**config.mk**
```make
export PLATFORM = sky130hd
export DESIGN_NAME = bus_arbiter_2m_flat
export DESIGN_NICKNAME = d
export VERILOG_FILES = /design/src/rtl/bus_arbiter_2m_if.sv /design/src/rtl/bus_arbiter_2m.sv /design/src/flat_wrapper.sv
export SDC_FILE = /design/constraint.sdc
export NUM_CORES = 1
export LEC_CHECK = 0
export CAP_MARGIN = 20
export CORE_MARGIN = 2
export CORE_UTILIZATION = 30
export DETAILED_ROUTE_END_ITERATION = 8
export SETUP_SLACK_MARGIN = 0.1
export SLEW_MARGIN = 20
export SYNTH_ARGS = -nofsm -noshare
export SYNTH_HDL_FRONTEND = slang
export SYNTH_SLANG_ARGS = --single-unit
```
**constraint.sdc**
```tcl
create_clock -name clk -period 2.4 [get_ports clk]
set_input_delay 0.48 -clock clk [delete_from_list [all_inputs] [get_ports clk]]
set_output_delay 0.48 -clock clk [all_outputs]
set_load 0.05 [all_outputs]
```
**src/rtl/bus_arbiter_2m_if.sv**
```systemverilog
// Request/grant bundle between the two bus masters and the bus_arbiter_2m arbiter.
// The master modport is the requester side; the slave modport is the arbiter side.
interface bus_arbiter_2m_if;
  logic m1_request;
  logic m2_request;
  logic m1_grant;
  logic m2_grant;
  logic bus_sel;
  logic bus_busy;
  logic preempt;

  modport master (
    output m1_request, m2_request,
    input  m1_grant, m2_grant, bus_sel, bus_busy, preempt
  );

  modport slave (
    input  m1_request, m2_request,
    output m1_grant, m2_grant, bus_sel, bus_busy, preempt
  );
endinterface

```
**src/rtl/bus_arbiter_2m.sv**
```systemverilog
// Two-master bus arbiter with hold-timeout preemption and a dead cycle on every handover.
// Optional ARB_ROUND_ROBIN_EN: ties go to the master that did not own the last tenure.
module bus_arbiter_2m #(
  parameter int MAX_HOLD = 16,
  parameter int CNT_W    = 5
) (
  input  logic            clk,
  input  logic            reset,
  bus_arbiter_2m_if.slave bus
);
  typedef enum logic [1:0] {IDLE = 2'd0, G1 = 2'd1, G2 = 2'd2} state_t;

  localparam logic [CNT_W-1:0] HOLD_MAX  = CNT_W'(MAX_HOLD);
  localparam logic [CNT_W-1:0] HOLD_LAST = CNT_W'(MAX_HOLD - 1);

  state_t           state;
  logic [CNT_W-1:0] hold_cnt;
  logic             m1_grant_r, m2_grant_r, bus_sel_r, bus_busy_r, preempt_r;
  logic             pre_vld, pre_m2;
  logic             tie_m2, pick_m2, any_req, own_req, rival_req, timeout;

`ifdef ARB_ROUND_ROBIN_EN
  logic last_m2;
  assign tie_m2 = ~last_m2;
`else
  assign tie_m2 = 1'b0;
`endif

  always_comb begin
    any_req   = bus.m1_request | bus.m2_request;
    own_req   = (state == G2) ? bus.m2_request : bus.m1_request;
    rival_req = (state == G2) ? bus.m1_request : bus.m2_request;
    timeout   = (MAX_HOLD != 0) && (hold_cnt == HOLD_LAST) && rival_req;
    // A preempted master's rival goes first; otherwise tie rule, else whoever asks.
    if (pre_vld && pre_m2 && bus.m1_request)
      pick_m2 = 1'b0;
    else if (pre_vld && !pre_m2 && bus.m2_request)
      pick_m2 = 1'b1;
    else if (bus.m1_request && bus.m2_request)
      pick_m2 = tie_m2;
    else
      pick_m2 = bus.m2_request;
  end

  always_ff @(posedge clk) begin
    if (reset) begin
      state      <= IDLE;
      hold_cnt   <= '0;
      m1_grant_r <= 1'b0;
      m2_grant_r <= 1'b0;
      bus_sel_r  <= 1'b0;
      bus_busy_r <= 1'b0;
      preempt_r  <= 1'b0;
      pre_vld    <= 1'b0;
      pre_m2     <= 1'b0;
`ifdef ARB_ROUND_ROBIN_EN
      last_m2    <= 1'b1;
`endif
    end else begin
      preempt_r <= 1'b0;
      case (state)
        IDLE: begin
          if (any_req) begin
            state      <= pick_m2 ? G2 : G1;
            m1_grant_r <= ~pick_m2;
            m2_grant_r <= pick_m2;
            bus_sel_r  <= pick_m2;
            bus_busy_r <= 1'b1;
            hold_cnt   <= '0;
            pre_vld    <= 1'b0;
`ifdef ARB_ROUND_ROBIN_EN
            last_m2    <= pick_m2;
`endif
          end
        end
        default: begin
          // A release by the owner takes precedence over a coincident timeout.
          if (!own_req || timeout) begin
            state      <= IDLE;
            m1_grant_r <= 1'b0;
            m2_grant_r <= 1'b0;
            bus_busy_r <= 1'b0;
            if (own_req) begin
              preempt_r <= 1'b1;
              pre_vld   <= 1'b1;
              pre_m2    <= (state == G2);
            end
          end else if (hold_cnt != HOLD_MAX) begin
            hold_cnt <= hold_cnt + 1'b1;
          end
        end
      endcase
    end
  end

  assign bus.m1_grant = m1_grant_r;
  assign bus.m2_grant = m2_grant_r;
  assign bus.bus_sel  = bus_sel_r;
  assign bus.bus_busy = bus_busy_r;
  assign bus.preempt  = preempt_r;
endmodule
```
**src/flat_wrapper.sv**
```systemverilog
// flat-port wrapper written by rule: the top's interface ports become plain ports
module bus_arbiter_2m_flat 
#(
  parameter int MAX_HOLD = 16,
  parameter int CNT_W    = 5
)
  (clk, reset, bus_m1_request, bus_m2_request, bus_m1_grant, bus_m2_grant, bus_bus_sel, bus_bus_busy, bus_preempt);
  bus_arbiter_2m_if bus_i ();
  input  logic clk;
  input  logic reset;
  input wire logic [$bits(bus_i.m1_request)-1:0] bus_m1_request;
  input wire logic [$bits(bus_i.m2_request)-1:0] bus_m2_request;
  output wire logic [$bits(bus_i.m1_grant)-1:0] bus_m1_grant;
  output wire logic [$bits(bus_i.m2_grant)-1:0] bus_m2_grant;
  output wire logic [$bits(bus_i.bus_sel)-1:0] bus_bus_sel;
  output wire logic [$bits(bus_i.bus_busy)-1:0] bus_bus_busy;
  output wire logic [$bits(bus_i.preempt)-1:0] bus_preempt;
  assign bus_i.m1_request = bus_m1_request;
  assign bus_i.m2_request = bus_m2_request;
  assign bus_m1_grant = bus_i.m1_grant;
  assign bus_m2_grant = bus_i.m2_grant;
  assign bus_bus_sel = bus_i.bus_sel;
  assign bus_bus_busy = bus_i.bus_busy;
  assign bus_preempt = bus_i.preempt;
  bus_arbiter_2m #(.MAX_HOLD(MAX_HOLD), .CNT_W(CNT_W)) u_core (.clk(clk), .reset(reset), .bus(bus_i));
endmodule
```
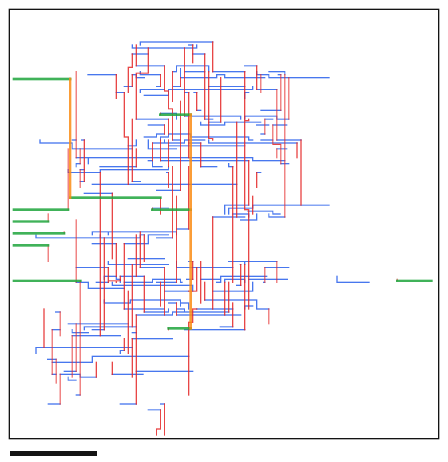
wires.png
The bar under the picture is 10 um long.
- metal 4: orange (wire length 38.1 um)
- metal 2: red (wire length 520 um)
- metal 3: green (wire length 58.4 um)
- metal 1: blue (wire length 591 um)

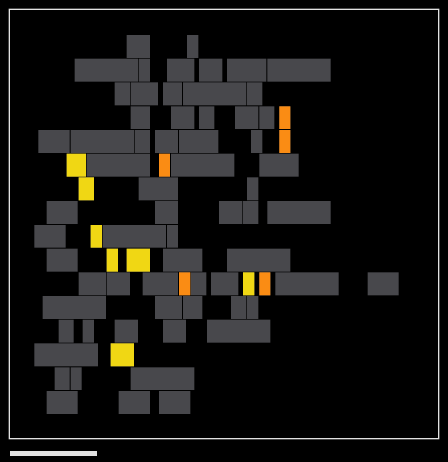
logic_types.png
The bar under the picture is 10 um long.
- inverters: orange (cells 5)
- NOR gates: yellow (cells 7)

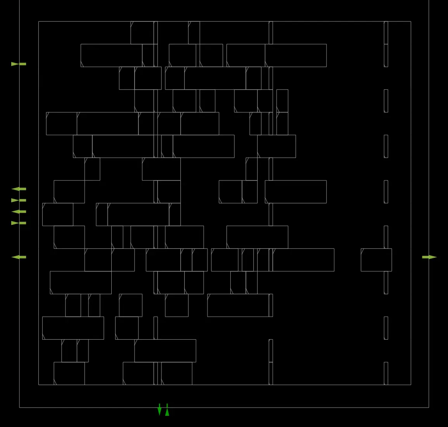
placement.png
Row Count: 16
Seq/total area: 32.38%
number of tap cells inserted: 27

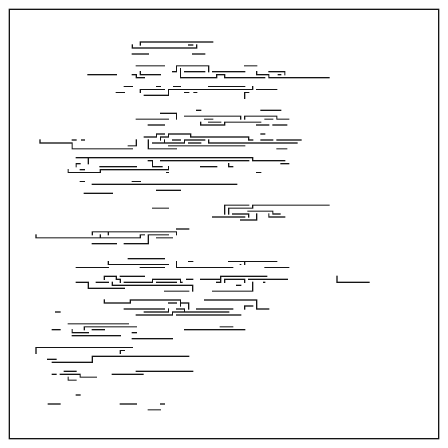
layer_met1.png
- main direction: horizontal
- share of all routed wire: 49%
- longest straight run: 20.2 um
Post-Route WL: 1207 um
detailed-route via count: 500

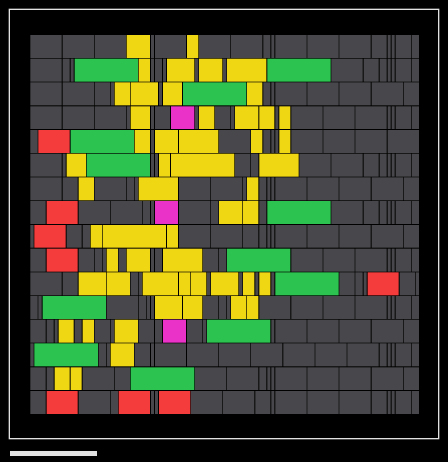
placement_by_type.png
The bar under the picture is 10 um long. Fill, decap, tap and diode cells in grey.
- other buffers and delay cells: red (cells 8; share of their area 11%)
- clock drivers: magenta (cells 3; share of their area 3.2%)
- combinational and other logic: yellow (cells 53; share of their area 52%)
- flops: green (cells 12; share of their area 34%)

==> COMMIT_EDITMSG <==
Add synthesis and place-and-route results

- The run finished with clean final reports.
* Final worst hold slack: 0.4588 ns
- The highest supply drop recorded on VDD is 0.0002822 V.
* Length in cells of the worst reg-to-reg path: 7
- Cell class ranked first by area: logic gates
* Number of diodes: 0
- Setup crit end: bus_m1_grant
- CTS built an H-tree with a depth of 1.
- The path class of the tightest hold or removal check is reg -> reg.
- In the hold report, the worst path ends at u_core.bus.bus_sel.
- Including well taps, the total number of placed cells is 100.
- The floorplan step defined a die boundary enclosing about 2400 sq um.
- In the routed layout, each cell is associated on average with a via count of 4.854.
* Static Leakage: 0.2684 nW
* Non-clock inverter total of the final layout: 5
* Final antenna-violating net count: 0
- Looking at the reg2reg group, the worst path starts from u_core.hold_cnt[0].
* Library cell with the largest summed area after synthesis: sky130_fd_sc_hd__dfxtp_1
* Residual DRC: 0
- Per the breakdown, switching nets consume 30.81% of all power.
* Number of buffer and inverter instances along the worst setup path: 1
- Entering global routing, the biggest net connects 13 pins.
* Number of warnings issued by yosys: 0
- Placer congestion estimate: 0.6713
- Root Driver: sky130_fd_sc_hd__clkbuf_4
- Total Negative Setup Slacks: 0 ns
- Per the OpenROAD floorplan log, the height of the die is 49.07 um.
- For reference, simple AND, OR, NAND and NOR cells occupy 29.57% of the area reported after synthesis.
* Initial core utilization: 31.38%
- Clock Power Share: 29.2%
* Horizontal die dimension: 49.07 um
* Maximum buffer depth of the clock tree: 2
* Synth mux share: 0%
- In the final layout, multi-input gates take up between 40% and 50% of the cell area.
- For this design the ratio of total power to cell area is 585.0 nW/um^2.
- Looking at the worst setup and hold paths, the clock pins of their registers show a slew of 0.07 ns.
* CTS tree: yes
- Max-cap viol count: 0
- Max-slew check failures listed in the final report amount to 0.
- Buffers placed on the I/O ports in this run total 8.
- Net switching power: 0.0001337 W
[per-layer routing]
| layer | share of wire [%] | vias to the layer above | global-route usage [%] |
|---|---|---|---|
| met5 | 0 | - | 0 |
| met4 | 3.1 | 0 | 8.571 |
| met3 | 4.8 | 5 | 2.147 |
| met2 | 43 | 10 | 16.22 |
| met1 | 49 | 234 | 14.64 |
| li1 | - | 251 | - |
[cells in the mapped netlist (all sizes together)]
cell      n
a211oi    2
a21boi    1
a21oi     9
a221oi    1
and3      2
and4bb    1
clkbuf    1
dfxtp    12
ha        3
inv       5
nand2     8
nand2b    2
nand3     1
nand3b    7
nor2      3
nor2b     1
nor3      1
nor3b     2
o2111ai   1
o21ai     1
xnor2     1
xor2      1
No activity file was given, so power comes from the tool's default toggle rates.
